--- config.mk ---
export PLATFORM = sky130hd
export DESIGN_NAME = fetch_stage_flat
export DESIGN_NICKNAME = d
export VERILOG_FILES = /design/src/rtl/fetch_stage_if.sv /design/src/rtl/fetch_stage.sv /design/src/flat_wrapper.sv
export SDC_FILE = /design/constraint.sdc
export NUM_CORES = 1
export LEC_CHECK = 0
export ABC_AREA = 1
export ABC_CLOCK_PERIOD_IN_PS = 3000
export CORE_ASPECT_RATIO = 0.8
export CORE_MARGIN = 1.5
export CORE_UTILIZATION = 51
export DETAILED_ROUTE_END_ITERATION = 6
export PLACE_DENSITY = 0.9
export SLEW_MARGIN = 20
export SYNTH_ARGS = -nofsm -noshare
export SYNTH_HDL_FRONTEND = slang
export SYNTH_SLANG_ARGS = --single-unit
--- constraint.sdc ---
create_clock -name clk -period 3 [get_ports clk]
set_input_delay 0.9 -clock clk [delete_from_list [all_inputs] [get_ports clk]]
set_output_delay 0.9 -clock clk [all_outputs]
set_load 0.1 [all_outputs]
--- src/rtl/fetch_stage_if.sv ---
// Fetch-stage bundle: hazard/flush/halt controls in, instruction memory port and
// IF/ID register contents out. The fetch stage uses the slave modport.
interface fetch_stage_if;
    logic        pc_write;
    logic        IF_ID_write;
    logic        flush;
    logic [31:0] redirect_pc;
    logic        halt;
    logic [31:0] imem_data;
    logic [31:0] imem_addr;
    logic [31:0] IF_ID_inst;
    logic [31:0] IF_ID_pc;
    logic        IF_ID_valid;
    logic        is_halted;
    logic [31:0] fetch_count;

    modport master (
        output pc_write,
        output IF_ID_write,
        output flush,
        output redirect_pc,
        output halt,
        output imem_data,
        input  imem_addr,
        input  IF_ID_inst,
        input  IF_ID_pc,
        input  IF_ID_valid,
        input  is_halted,
        input  fetch_count
    );

    modport slave (
        input  pc_write,
        input  IF_ID_write,
        input  flush,
        input  redirect_pc,
        input  halt,
        input  imem_data,
        output imem_addr,
        output IF_ID_inst,
        output IF_ID_pc,
        output IF_ID_valid,
        output is_halted,
        output fetch_count
    );
endinterface

--- src/rtl/fetch_stage.sv ---
// Instruction fetch stage: PC register, IF/ID pipeline register, sticky halt and a
// saturating fetch counter. Priority per edge is reset > flush > halted > normal.
module fetch_stage #(
    parameter logic [31:0] RESET_PC = 32'h0000_0000,
    parameter logic [31:0] NOP_INST = 32'h0000_0013
) (
    input  logic          clk,
    input  logic          reset,
    fetch_stage_if.slave  bus
);

    typedef enum logic [0:0] {StRun, StHalted} state_e;

    state_e      state_q, state_d;
    logic [31:0] pc_q, pc_d;
    logic [31:0] inst_q, inst_d;
    logic [31:0] if_pc_q, if_pc_d;
    logic        valid_q, valid_d;
    logic [31:0] cnt_q, cnt_d;

    logic [31:0] pc_plus4;
    logic        cnt_sat;

    assign pc_plus4 = pc_q + 32'd4;
    assign cnt_sat  = &cnt_q;

    always_comb begin
        state_d = state_q;
        pc_d    = pc_q;
        inst_d  = inst_q;
        if_pc_d = if_pc_q;
        valid_d = valid_q;
        cnt_d   = cnt_q;

        if (bus.flush) begin
            // Redirect wins over both stall and halt; the halt request is still latched.
            pc_d    = bus.redirect_pc;
            inst_d  = NOP_INST;
            if_pc_d = 32'h0;
            valid_d = 1'b0;
            if (bus.halt) begin
                state_d = StHalted;
            end
        end else begin
            unique case (state_q)
                StRun: begin
                    if (bus.pc_write) begin
                        pc_d = pc_plus4;
                    end
                    if (bus.IF_ID_write) begin
                        inst_d  = bus.imem_data;
                        if_pc_d = pc_q;
                        valid_d = 1'b1;
                        if (!cnt_sat) begin
                            cnt_d = cnt_q + 32'd1;
                        end
                    end
                    if (bus.halt) begin
                        state_d = StHalted;
                    end
                end
                StHalted: begin
                    state_d = StHalted;
                end
                default: begin
                    state_d = StHalted;
                end
            endcase
        end
    end

    always_ff @(posedge clk) begin
        if (reset) begin
            state_q <= StRun;
            pc_q    <= RESET_PC;
            inst_q  <= NOP_INST;
            if_pc_q <= 32'h0;
            valid_q <= 1'b0;
            cnt_q   <= 32'h0;
        end else begin
            state_q <= state_d;
            pc_q    <= pc_d;
            inst_q  <= inst_d;
            if_pc_q <= if_pc_d;
            valid_q <= valid_d;
            cnt_q   <= cnt_d;
        end
    end

    assign bus.imem_addr   = pc_q;
    assign bus.IF_ID_inst  = inst_q;
    assign bus.IF_ID_pc    = if_pc_q;
    assign bus.IF_ID_valid = valid_q;
    assign bus.is_halted   = (state_q == StHalted);
    assign bus.fetch_count = cnt_q;

    a_reset_values: assert property (@(posedge clk)
        reset |=> (pc_q == RESET_PC && inst_q == NOP_INST && !valid_q && cnt_q == 32'h0
                   && state_q == StRun));

    a_halt_sticky: assert property (@(posedge clk) disable iff (reset)
        (state_q == StHalted) |=> (state_q == StHalted));

    // Only a flush may move the PC or IF/ID once halted.
    a_halt_frozen: assert property (@(posedge clk) disable iff (reset)
        (state_q == StHalted && !bus.flush) |=> ($stable(pc_q) && $stable(cnt_q)
                                                 && $stable(inst_q) && $stable(valid_q)));

endmodule

--- src/flat_wrapper.sv ---
// flat-port wrapper written by rule: the top's interface ports become plain ports
module fetch_stage_flat 
#(
    parameter logic [31:0] RESET_PC = 32'h0000_0000,
    parameter logic [31:0] NOP_INST = 32'h0000_0013
)
  (clk, reset, bus_pc_write, bus_IF_ID_write, bus_flush, bus_redirect_pc, bus_halt, bus_imem_data, bus_imem_addr, bus_IF_ID_inst, bus_IF_ID_pc, bus_IF_ID_valid, bus_is_halted, bus_fetch_count);
  fetch_stage_if bus_i ();
  input  logic clk;
  input  logic reset;
  input wire logic [$bits(bus_i.pc_write)-1:0] bus_pc_write;
  input wire logic [$bits(bus_i.IF_ID_write)-1:0] bus_IF_ID_write;
  input wire logic [$bits(bus_i.flush)-1:0] bus_flush;
  input wire logic [$bits(bus_i.redirect_pc)-1:0] bus_redirect_pc;
  input wire logic [$bits(bus_i.halt)-1:0] bus_halt;
  input wire logic [$bits(bus_i.imem_data)-1:0] bus_imem_data;
  output wire logic [$bits(bus_i.imem_addr)-1:0] bus_imem_addr;
  output wire logic [$bits(bus_i.IF_ID_inst)-1:0] bus_IF_ID_inst;
  output wire logic [$bits(bus_i.IF_ID_pc)-1:0] bus_IF_ID_pc;
  output wire logic [$bits(bus_i.IF_ID_valid)-1:0] bus_IF_ID_valid;
  output wire logic [$bits(bus_i.is_halted)-1:0] bus_is_halted;
  output wire logic [$bits(bus_i.fetch_count)-1:0] bus_fetch_count;
  assign bus_i.pc_write = bus_pc_write;
  assign bus_i.IF_ID_write = bus_IF_ID_write;
  assign bus_i.flush = bus_flush;
  assign bus_i.redirect_pc = bus_redirect_pc;
  assign bus_i.halt = bus_halt;
  assign bus_i.imem_data = bus_imem_data;
  assign bus_imem_addr = bus_i.imem_addr;
  assign bus_IF_ID_inst = bus_i.IF_ID_inst;
  assign bus_IF_ID_pc = bus_i.IF_ID_pc;
  assign bus_IF_ID_valid = bus_i.IF_ID_valid;
  assign bus_is_halted = bus_i.is_halted;
  assign bus_fetch_count = bus_i.fetch_count;
  fetch_stage #(.RESET_PC(RESET_PC), .NOP_INST(NOP_INST)) u_core (.clk(clk), .reset(reset), .bus(bus_i));
endmodule
Figure 1. Routing congestion map.
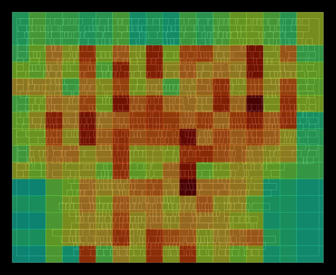
layer with the highest usage: met2
met1 track utilization from global routing: 41.86%
detailed-route wire length per cell: 15.21 um

Figure 2. Cell classes on the final placement.
Scale bar: 50 um.
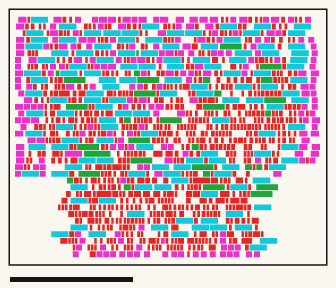
legend:
  green:
    class: clock drivers and dummy loads
    cells: 32
  cyan:
    class: flip-flops
    cells: 130
  magenta:
    class: other buffers and delay cells
    cells: 213
  red:
    class: all other logic
    cells: 789
flip-flop and latch share of the layout cell area: 29.63%
post-route cell area: 8782 um^2
utilization after layout: 71.95%

==> out/qor_table.md <==
| Result | This run | Unit |
| --- | --- | --- |
| Run status | finished, final reports clean | - |
| Total setup violations reported at the end of the flow | 0 | - |
| Per-cell via count in the routed design | 5.369 | - |
| Power per standard cell area | 545.0 | nW/um^2 |
| Count of warning messages emitted by the tools | 26 | - |
| Most used logic cell in the final layout | sky130_fd_sc_hd__nand2_1 | - |
| DRT Pass-1 Iters | 5 | - |
| Min Hold Slack | 0.4690 | ns |
| Clock Power | 0.00199 | W |
| Capturing element type of the critical path | flop | - |
| Endpoint of the worst hold-timing path | u_core.bus.IF_ID_pc[4]$_SDFFE_PP0P_ | - |
| Crit path DAT | 2.55 | ns |
| Master cell of the clock root buffer | sky130_fd_sc_hd__clkbuf_16 | - |
| YS chip area | 6406 | um^2 |
| Fin Clk Skew | 0.009219 | ns |
| Initial antenna violation count | 0 | - |
| Post-route insts no fill | 1335 | - |
| Number of cells upsized or downsized after cts | 0 | - |
| Number of global-route vias before repair | 6196 | - |
| Post-synth top cells | sky130_fd_sc_hd__nand2_1, sky130_fd_sc_hd__nor2_1, sky130_fd_sc_hd__dfxtp_1 | - |
| Master of the slowest instance on the critical path | sky130_fd_sc_hd__clkdlybuf4s50_1 | - |
| Main area contributors | sky130_fd_sc_hd__dfxtp_1, sky130_fd_sc_hd__nand2_1, sky130_fd_sc_hd__nor2_1 | - |
| Classification of the worst-slack hold path | flop to flop | - |
| Placed Cells incl. Taps | 1303 | - |
| Startpoint of the most critical hold path | u_core.bus.IF_ID_pc[4]$_SDFFE_PP0P_ | - |
| Minimum setup slack after placement | 0.3865 | ns |
| Worst-case headroom to the max-slew limit | 66.83 | % |
| Top pwr grp | clock | - |
| Total number of clock tree sinks | 130 | - |
| Total gr overflow | 0 | - |
| Switch Pwr | 0.001583 | W |
| Multi-input logic area | 3354 | um^2 |
| Seq pwr | 0.00186 | W |
| Global placement routability congestion | 0.9712 | - |
| IO Port Bufs | 199 | - |
| Type of element launching the critical path | input port | - |
| Register-to-register path setup slack | 0.95 | ns |
| Register share of total power | 38.8 | % |
| Cells on Worst Hold Path | 2 | - |
| Total GRT Usage | 29.84 | % |
| Number of enable-type register cells in the synthesized netlist | 0 | - |
| Synthesized-area fraction occupied by and/or/nand/nor cells | 34.80 | % |
| Non-clk buf share | 20.26 | % |
| CTS tree | yes | - |
| Critical Path Fanout Max | 28 | - |
| Num rows | 36 | - |
| Top cells excl fill/tap | sky130_fd_sc_hd__nand2_1, sky130_fd_sc_hd__nor2_1, sky130_fd_sc_hd__buf_4, sky130_fd_sc_hd__dfxtp_1 | - |
| Post-synthesis xor/xnor area fraction | 3.281 | % |
| Post-synthesis instance area | 6406 | um^2 |
| Number of logic gates | 719 | - |
| Area share of the leading cell type in the synthesized netlist | 40.63 | % |
| Mux cell area share | 0 | % |
| DRC violation total after the first TritonRoute iteration | 787 | - |
| Fin Setup TNS | 0 | ns |
| Total number of vias | 7168 | - |
| Number of post-CTS setup repair buffers | 0 | - |
| Residual DRC | 0 | - |
| Buffer-and-inverter tally for the worst setup path | 2 | - |
| Met2 Resource Use GR | 46.53 | % |
| Clock buffer count in the final layout | 19 | - |
| Cell family contributing the most delay on the critical path | buffers and inverters | - |
| Maximum number of pins on one net before global-route repair | 93 | - |
| Timing-limited maximum frequency | 0.4536 | GHz |
| Fillcell total | 955 | - |
| Worst reg2reg path depth | 10 | - |
| Horizontal die dimension | 128.3 | um |
| Starting Density | 52.48 | % |
| Maximum vdd ir drop | 0.0004100 | V |
| Register Area | 2603 | um^2 |
| Total die area | 13250 | um^2 |
| Cts hold-fix bufs | 0 | - |
| Most popular library cell in the synthesized design by count | sky130_fd_sc_hd__nand2_1 | - |
| Sum of net half-perimeters after detailed placement | 14550 | um |
| Synthesis Warnings | 0 | - |
| Avg Synthesized Cell Area | 6.673 | um^2 |
| Global Route met3 Usage | 5.813 | % |
| Proportion of power drawn by the clock network | 41.5 | % |
| Transition at the pin with the smallest max-transition slack | 0.4968 | ns |
| Fraction of area in clock buffers and inverters | 6.482 | % |
| Number of cell instances after yosys synthesis | 960 | - |
| Number of antenna diodes | 0 | - |
| Count of nets after finishing | 1223 | - |
| Cell internal pwr | 0.003203 | W |
Figure 3. Cells by drive strength.
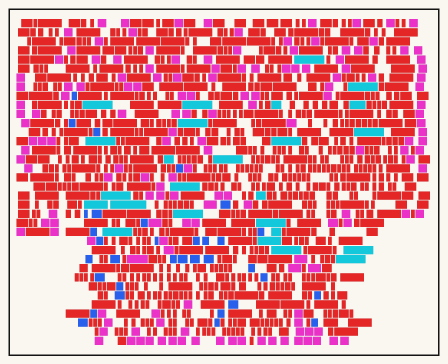
legend:
  blue:
    size: drive 2
    cells: 33
    share: 2.8%
  cyan:
    size: drive 6 and up
    cells: 25
    share: 2.1%
  red:
    size: drive 1 or less
    cells: 950
    share: 82%
  magenta:
    size: drive 3 to 4
    cells: 156
    share: 13%
Area Growth Syn to Fin: 37.09%
Non-clk bufs: 213
worst path setup slack after routing: 0.7956 ns

Power figures rest on the tool's default switching activity, not on a simulated workload.
